File: src/rtl/kb_event_decoder.sv
`default_nettype none
//============================================================================
// Module   : kb_event_decoder
// Purpose  : PS/2 set-2 scan-byte decoder. Assembles the raw byte stream
//            from ps2_rx into complete key events (make/break, standard or
//            E0-extended, E1 Pause), filters typematic repeats and queues
//            the events in a first-word-fall-through FIFO.
// Ports    : i_clk            system clock, rising edge
//            i_reset_n        synchronous active-low reset
//            i_scan_data      scan byte, valid while i_scan_done_tick = 1
//            i_scan_done_tick one-cycle strobe per received byte
//            i_rd             pop the head event (ignored when empty)
//            i_clr_ovf        clear the sticky overflow flag
//            o_evt            head event {brk, ext, code[7:0]}
//            o_empty/o_full   registered FIFO status
//            o_overflow       sticky: an event was dropped on a full FIFO
//            o_err_tick       one-cycle pulse on keyboard error (00/FF)
// Options  : `define KB_EVT_TIMEOUT_EN to abandon a partial sequence after
//            TIMEOUT_CYCLES cycles without a byte (also pulses o_err_tick).
// Revision : 1.0 - initial release
//============================================================================
module kb_event_decoder #(
    parameter int FIFO_W         = 2,
    parameter int REPORT_BREAK   = 1,
    parameter int FILTER_REPEAT  = 1,
    parameter int TIMEOUT_CYCLES = 100000
) (
    input  logic       i_clk,
    input  logic       i_reset_n,
    input  logic [7:0] i_scan_data,
    input  logic       i_scan_done_tick,
    input  logic       i_rd,
    input  logic       i_clr_ovf,
    output logic [9:0] o_evt,
    output logic       o_empty,
    output logic       o_full,
    output logic       o_overflow,
    output logic       o_err_tick
);

    localparam int              c_DEPTH_INT = 2 ** FIFO_W;
    localparam logic [FIFO_W:0] c_DEPTH     = (FIFO_W + 1)'(c_DEPTH_INT);
    localparam bit              c_FILTER    = (FILTER_REPEAT != 0);
    localparam bit              c_REPORT    = (REPORT_BREAK != 0);

    typedef enum logic [2:0] {
        S_IDLE    = 3'd0,
        S_EXT     = 3'd1,
        S_BRK     = 3'd2,
        S_EXT_BRK = 3'd3,
        S_SKIP    = 3'd4
    } state_t;

    state_t            r_state;
    state_t            w_state_nxt;
    logic [2:0]        r_skip_cnt;
    logic [2:0]        w_skip_nxt;
    logic [2:0]        w_skip_dec;
    logic              r_held_valid;
    logic [8:0]        r_held_key;
    logic              r_err_tick;
    logic              r_overflow;

    logic              w_err_byte;
    logic              w_make;
    logic              w_brk;
    logic              w_ext;
    logic              w_pause;
    logic              w_timeout;
    logic [8:0]        w_key;
    logic              w_match;
    logic              w_push;
    logic [9:0]        w_push_data;
    logic              w_held_load;
    logic              w_held_clr;

    logic [9:0]        r_mem [c_DEPTH_INT];
    logic [FIFO_W-1:0] r_wr_ptr;
    logic [FIFO_W-1:0] r_rd_ptr;
    logic [FIFO_W:0]   r_count;
    logic [FIFO_W:0]   w_count_nxt;
    logic              r_empty;
    logic              r_full;
    logic              w_do_pop;
    logic              w_do_push;
    logic              w_ovf_set;

    //------------------------------------------------------------------------
    // Inter-byte timeout (optional)
    //------------------------------------------------------------------------
`ifdef KB_EVT_TIMEOUT_EN
    localparam int unsigned       c_TO_W    = (TIMEOUT_CYCLES > 2) ? $clog2(TIMEOUT_CYCLES) : 1;
    localparam logic [c_TO_W-1:0] c_TO_LAST = c_TO_W'(TIMEOUT_CYCLES - 1);

    logic [c_TO_W-1:0] r_to_cnt;

    always_ff @(posedge i_clk) begin
        if (!i_reset_n) begin
            r_to_cnt <= '0;
        end else if (i_scan_done_tick || (r_state == S_IDLE) || w_timeout) begin
            r_to_cnt <= '0;
        end else begin
            r_to_cnt <= r_to_cnt + 1'b1;
        end
    end

    // A strobe on the same cycle always takes priority over the timeout.
    assign w_timeout = (r_state != S_IDLE) && !i_scan_done_tick && (r_to_cnt == c_TO_LAST);
`else
    logic w_unused_timeout_cfg;
    assign w_unused_timeout_cfg = (TIMEOUT_CYCLES == 0);
    assign w_timeout            = 1'b0;
`endif

    //------------------------------------------------------------------------
    // Sequence decoder: next state and the completed event, if any
    //------------------------------------------------------------------------
    assign w_skip_dec = r_skip_cnt - 3'd1;

    always_comb begin
        w_state_nxt = r_state;
        w_skip_nxt  = r_skip_cnt;
        w_err_byte  = 1'b0;
        w_make      = 1'b0;
        w_brk       = 1'b0;
        w_ext       = 1'b0;
        w_pause     = 1'b0;

        if (i_scan_done_tick) begin
            case (r_state)
                S_IDLE: begin
                    case (i_scan_data)
                        8'hE0: w_state_nxt = S_EXT;
                        8'hF0: w_state_nxt = S_BRK;
                        8'hE1: begin
                            // Pause is reported once; its remaining 7 bytes are swallowed.
                            w_pause     = 1'b1;
                            w_skip_nxt  = 3'd7;
                            w_state_nxt = S_SKIP;
                        end
                        8'h00, 8'hFF: w_err_byte = 1'b1;
                        8'hAA, 8'hFA, 8'hFE: ;  // BAT pass / ACK / resend: not keys
                        default: w_make = 1'b1;
                    endcase
                end
                S_EXT: begin
                    case (i_scan_data)
                        8'hF0: w_state_nxt = S_EXT_BRK;
                        8'h12, 8'h59: w_state_nxt = S_IDLE;  // fake shift
                        default: begin
                            w_make      = 1'b1;
                            w_ext       = 1'b1;
                            w_state_nxt = S_IDLE;
                        end
                    endcase
                end
                S_BRK: begin
                    w_brk       = 1'b1;
                    w_state_nxt = S_IDLE;
                end
                S_EXT_BRK: begin
                    w_state_nxt = S_IDLE;
                    if ((i_scan_data != 8'h12) && (i_scan_data != 8'h59)) begin
                        w_brk = 1'b1;
                        w_ext = 1'b1;
                    end
                end
                S_SKIP: begin
                    w_skip_nxt = w_skip_dec;
                    if (w_skip_dec == 3'd0) begin
                        w_state_nxt = S_IDLE;
                    end
                end
                default: w_state_nxt = S_IDLE;
            endcase
        end

        if (w_timeout) begin
            w_state_nxt = S_IDLE;
            w_skip_nxt  = 3'd0;
        end
    end

    //------------------------------------------------------------------------
    // Event filtering against the held key
    //------------------------------------------------------------------------
    assign w_key   = {w_ext, i_scan_data};
    assign w_match = r_held_valid && (r_held_key == w_key);

    always_comb begin
        w_push      = 1'b0;
        w_push_data = '0;
        w_held_load = 1'b0;
        w_held_clr  = 1'b0;

        if (w_pause) begin
            w_push      = 1'b1;
            w_push_data = {1'b0, 1'b1, 8'hE1};
        end else if (w_make) begin
            if (!(c_FILTER && w_match)) begin
                w_push      = 1'b1;
                w_push_data = {1'b0, w_key};
                w_held_load = 1'b1;
            end
        end else if (w_brk) begin
            w_held_clr  = w_match;
            w_push      = c_REPORT;
            w_push_data = {1'b1, w_key};
        end
    end

    //------------------------------------------------------------------------
    // FWFT FIFO
    //------------------------------------------------------------------------
    assign w_do_pop  = i_rd && !r_empty;
    // A pop in the same cycle frees the slot, so a full FIFO still accepts.
    assign w_do_push = w_push && (!r_full || w_do_pop);
    assign w_ovf_set = w_push && r_full && !w_do_pop;

    always_comb begin
        w_count_nxt = r_count;
        case ({w_do_push, w_do_pop})
            2'b10:   w_count_nxt = r_count + 1'b1;
            2'b01:   w_count_nxt = r_count - 1'b1;
            default: w_count_nxt = r_count;
        endcase
    end

    always_ff @(posedge i_clk) begin
        if (w_do_push) begin
            r_mem[r_wr_ptr] <= w_push_data;
        end
    end

    always_ff @(posedge i_clk) begin
        if (!i_reset_n) begin
            r_state      <= S_IDLE;
            r_skip_cnt   <= 3'd0;
            r_held_valid <= 1'b0;
            r_held_key   <= '0;
            r_err_tick   <= 1'b0;
            r_overflow   <= 1'b0;
            r_wr_ptr     <= '0;
            r_rd_ptr     <= '0;
            r_count      <= '0;
            r_empty      <= 1'b1;
            r_full       <= 1'b0;
        end else begin
            r_state    <= w_state_nxt;
            r_skip_cnt <= w_skip_nxt;
            r_err_tick <= w_err_byte || w_timeout;

            if (w_held_load) begin
                r_held_valid <= 1'b1;
                r_held_key   <= w_key;
            end else if (w_held_clr) begin
                r_held_valid <= 1'b0;
            end

            if (w_ovf_set) begin
                r_overflow <= 1'b1;
            end else if (i_clr_ovf) begin
                r_overflow <= 1'b0;
            end

            if (w_do_push) begin
                r_wr_ptr <= r_wr_ptr + 1'b1;
            end
            if (w_do_pop) begin
                r_rd_ptr <= r_rd_ptr + 1'b1;
            end
            r_count <= w_count_nxt;
            r_empty <= (w_count_nxt == '0);
            r_full  <= (w_count_nxt == c_DEPTH);
        end
    end

    assign o_evt      = r_empty ? 10'd0 : r_mem[r_rd_ptr];
    assign o_empty    = r_empty;
    assign o_full     = r_full;
    assign o_overflow = r_overflow;
    assign o_err_tick = r_err_tick;

endmodule
`default_nettype wire

File: config.mk
export PLATFORM = sky130hd
export DESIGN_NAME = kb_event_decoder
export DESIGN_NICKNAME = d
export VERILOG_FILES = /design/src/rtl/kb_event_decoder.sv
export SDC_FILE = /design/constraint.sdc
export NUM_CORES = 1
export LEC_CHECK = 0
export CAP_MARGIN = 20
export CORE_UTILIZATION = 55
export DETAILED_ROUTE_END_ITERATION = 10
export MAX_ROUTING_LAYER = met4
export PLACE_DENSITY = 0.87
export RECOVER_POWER = 25
export REMOVE_ABC_BUFFERS = 1
export SYNTH_ARGS = -nofsm -noshare
export SYNTH_HDL_FRONTEND = slang
export SYNTH_SLANG_ARGS = --single-unit
export TNS_END_PERCENT = 10
File: constraint.sdc
create_clock -name i_clk -period 5.8 [get_ports i_clk]
set_input_delay 1.45 -clock i_clk [delete_from_list [all_inputs] [get_ports i_clk]]
set_output_delay 1.45 -clock i_clk [all_outputs]
set_load 0.05 [all_outputs]
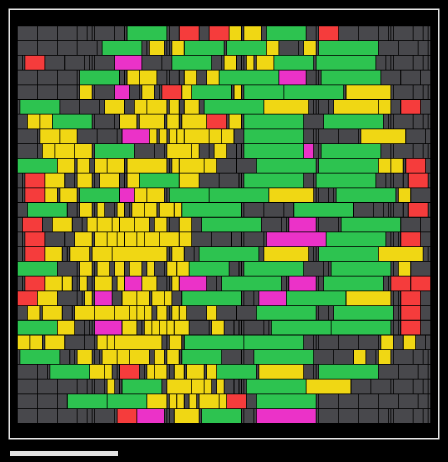
*Placed cells, one color a class*
The bar under the picture is 20 um long. Fill, decap, tap and diode cells in gray.
[all other logic] yellow | cells: 181 | share of their area: 38%
[clock drivers and dummy loads] magenta | cells: 16 | share of their area: 6.0%
[flops] green | cells: 69 | share of their area: 49%
[other buffers and delay cells] red | cells: 26 | share of their area: 7.1%

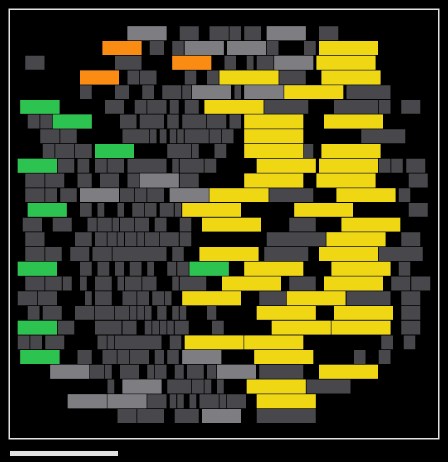
*Where the registers sit*
The bar under the picture is 20 um long.
[`r_held_key`] green | placed flops: 9
[`r_mem`] yellow | placed flops: 40
[`r_count`] orange | placed flops: 3
not colored: 17

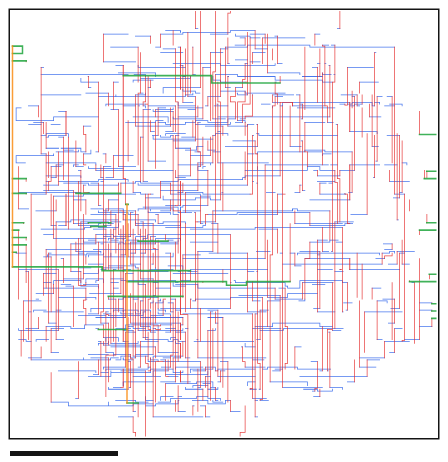
*Wiring by layer*
The bar under the picture is 20 um long.
[met4] orange | wire length: 77.5 um
[met1] blue | wire length: 2540 um
[met2] red | wire length: 2940 um
[met3] green | wire length: 178 um

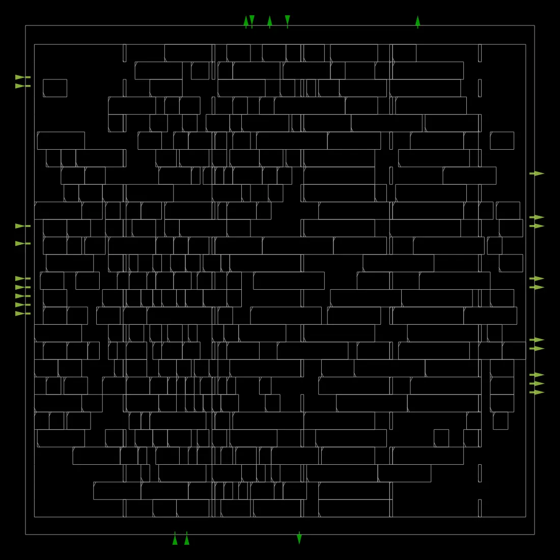
*Cell outlines without signal wires*
number of core rows: 27
non-filler cells in the finished layout: 364
n_taps: 72
Filler cells: 417

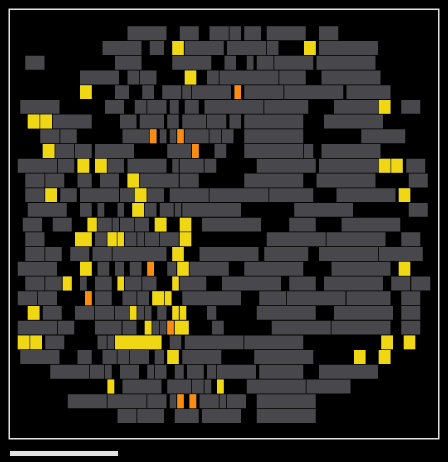
*Gate families picked out*
The bar under the picture is 20 um long.
[inverters] orange | cells: 9 | most used: inv_1
[NOR gates] yellow | cells: 49 | most used: nor2b_1
Comb/total area: 36.5%
most frequent logic cell in the layout: edfxtp_1

## metal layers
metal  GRT usage [%]  vias up  share of wire, %  wire length, um
li1                -      988                 -                -
met1            25.1      959                44             2540
met2            35.7       37                51             2940
met3            4.83        6               3.1              178
met4            9.27        0               1.3               77
met5               -        -                 0                0
## power by group through the flow
| stage | sequential [uW] | clock, uW | combinational [uW] |
|---|---|---|---|
| 6_report | 601 | 432 | 312 |
| 3_5_place_dp | 615 | 0 | 316 |
| 3_3_place_gp | 610 | 0 | 308 |
| 4_1_cts | 604 | 437 | 317 |
| 2_1_floorplan | 616 | 0 | 210 |
| 5_1_grt | 609 | 460 | 333 |
## stage by stage
step	area (um2)	utilization, %	instances	setup WS (ns)
after floorplan	3200	-	250	1.30
after global placement	3550	63.3	348	0.494
after detailed placement	3550	63.3	348	0.335
after CTS	3770	67.2	364	0.676
after global routing	3760	67.1	364	0.296
final	3760	67.1	364	0.550
## final timing paths
kind | startpoint | end | slack, ns | depth (start not counted)
worst max register to register | r_state[2] | o_full | 2.31 | 12
worst min-delay path | r_held_valid | r_held_valid | 0.48 | 2
worst min register to register | r_held_valid | r_held_valid | 0.48 | 2
worst max-delay path | i_scan_data[6] | o_full | 0.55 | 14
## flip-flops by register name, summed over array words and instances (netlist names), 2 cells and up, named ones only
signal      cells
r_rd_ptr        2
r_held_key      9
r_count         3
r_skip_cnt      3
r_mem          40
r_state         3
r_wr_ptr        2
## cell usage after synthesis (3+ instances only)
master     n
a21boi_0   4
buf_6      3
dfxtp_1   29
xor2_1     7
nor2_1    10
nor4_1     3
a21oi_1    5
and2_1    10
buf_2      3
or2_2      3
clkbuf_1   5
nor2b_1   30
mux2i_1   12
xnor2_1    5
nor3_1     3
inv_1      9
nand3_1    3
edfxtp_1  40
o21a_1     3
ha_1       7
nand2b_1   4
nand2_1   20
mux4_2    10
## cell usage in the layout (no fill, tap or decap), drive strengths merged, types with 4 or more instances in the layout
| cell | netlist | layout |
|---|---|---|
| a21boi | 5 | 5 |
| a21oi | 6 | 6 |
| and2 | 10 | 10 |
| clkbuf | 5 | 9 |
| clkdlybuf4s50 | 0 | 19 |
| dfxtp | 29 | 29 |
| dlygate4sd3 | 0 | 7 |
| edfxtp | 40 | 40 |
| ha | 7 | 7 |
| inv | 9 | 10 |
| mux2i | 12 | 12 |
| mux4 | 10 | 10 |
| nand2 | 20 | 20 |
| nand2b | 4 | 4 |
| nor2 | 10 | 10 |
| nor2b | 30 | 30 |
| or2 | 4 | 4 |
| xnor2 | 5 | 5 |
| xor2 | 7 | 7 |
## kinds of logic (layout without fill, tap and decap cells)
| kind of cell | after synthesis | in the layout | synth area share, % |
|---|---|---|---|
| buf+inv | 21 | 51 | 3.21 |
| simple gates | 103 | 103 | 18.3 |
| fa+ha+maj | 8 | 8 | 3.29 |
| mux | 22 | 22 | 10.6 |
| flops | 69 | 69 | 54.5 |
| compound gates | 27 | 27 | 6.89 |
| xor+xnor | 12 | 12 | 3.21 |
==> results.cfg <==
; physical design summary
[synthesis]
yosysCellCount = 262
synth_top_area_share_pct = 36.7
yosys-stat-area_um2 = 3270
top_area_cell = edfxtp_1
ys_types = 49
ys.flops = 69
yosysWarnings = 0
synth_area_um2 = 3270
syn_inst = 262
async_reset_ff_share_pct = 0
ys.flop_type = edfxtp_1

[detailed_routing]
drt_iter0_markers = 82
routed_wl_mm = 5.73
drc = 0
via_per_inst = 5.47
via_count = 1990
antenna_left = 0
firstDrtPassIters = 4

[final_timing]
finalSetupTns_ns = 0
fin_crit_sh_pct = 90.5
worst_slew_pin_slew_ns = 0.906
rsz0062_at_grt = false
drv_slew = 0
hold_violations = 0
setup_violations = 0

[worst_setup_path]
cp_top_family = simple AND/OR/NAND/NOR gates
start_kind = primary input
cp.required_ns = 6.08
crit_buf_inv = 2
end_kind = flop
path_cells = dlygate4sd3_1 -> or3b_1 -> nor4b_4 -> and3_2 -> a2111oi_4 -> o21ba_1 -> a21oi_2 -> inv_1 -> ha_1 -> fa_1 -> xnor2_1 -> or3_1 -> a21boi_0 -> nor2b_1
crit_slowest_cell = dlygate4sd3_1
crit_path_max_incr_delay_ns = 0.72
crit_fanout = 9
arrival_ns = 5.53

[status]
status = completed

[floorplanning]
coreArea_um2 = 5610
pin_count = 27
chip_area_um2 = 6260
die-width_um = 79.1
die_h_um = 79.1

[cells_and_area]
clk_share_pct = 5.89
n_antenna_cell = 0
nets = 308
flop_area_um2 = 1780
area_growth_pct = 15.1
dominant_cells = flip-flops and latches
buf_share_pct = 6.92
nClkBuffers = 9
nMultiInputCombCells = 172
comb_area_um2 = 1380

[cts]
cts_inserted_buffers = 9
cts_root_buf = clkbuf_8
clock.latency.late_pin_ns = 0.34
ctsHoldBuffers = 0
h-tree-depth = 3
cts_tree = done
cts.repair.resized = 0
cts_max_path_buffers = 2
cts_setup_buffers = 0
clkSinkCount = 69

[global_routing]
track_usage_pct = 21.5
antenna_found_initial = 0
grt_pass1_vias = 2001
grt_pass1_wl_mm = 9.55
grt_max_degree = 30

[job]
warnings = 29
drv_cap = 0

[place]
routabilityCongestion = 0.875
hpwl_mm = 4.05
numPortBuffers = 26

[power_and_ir_drop]
p_sw_uw = 406
p_total_uw = 1340
comb_power_share_pct = 23.2
leakagePower_uw = 0.00139
seqPwrFrac_pct = 44.7
p_int_uw = 938
switching_share_pct = 30.2
p_per_area_nw_per_um2 = 357
Power and IR drop assume default switching activity.
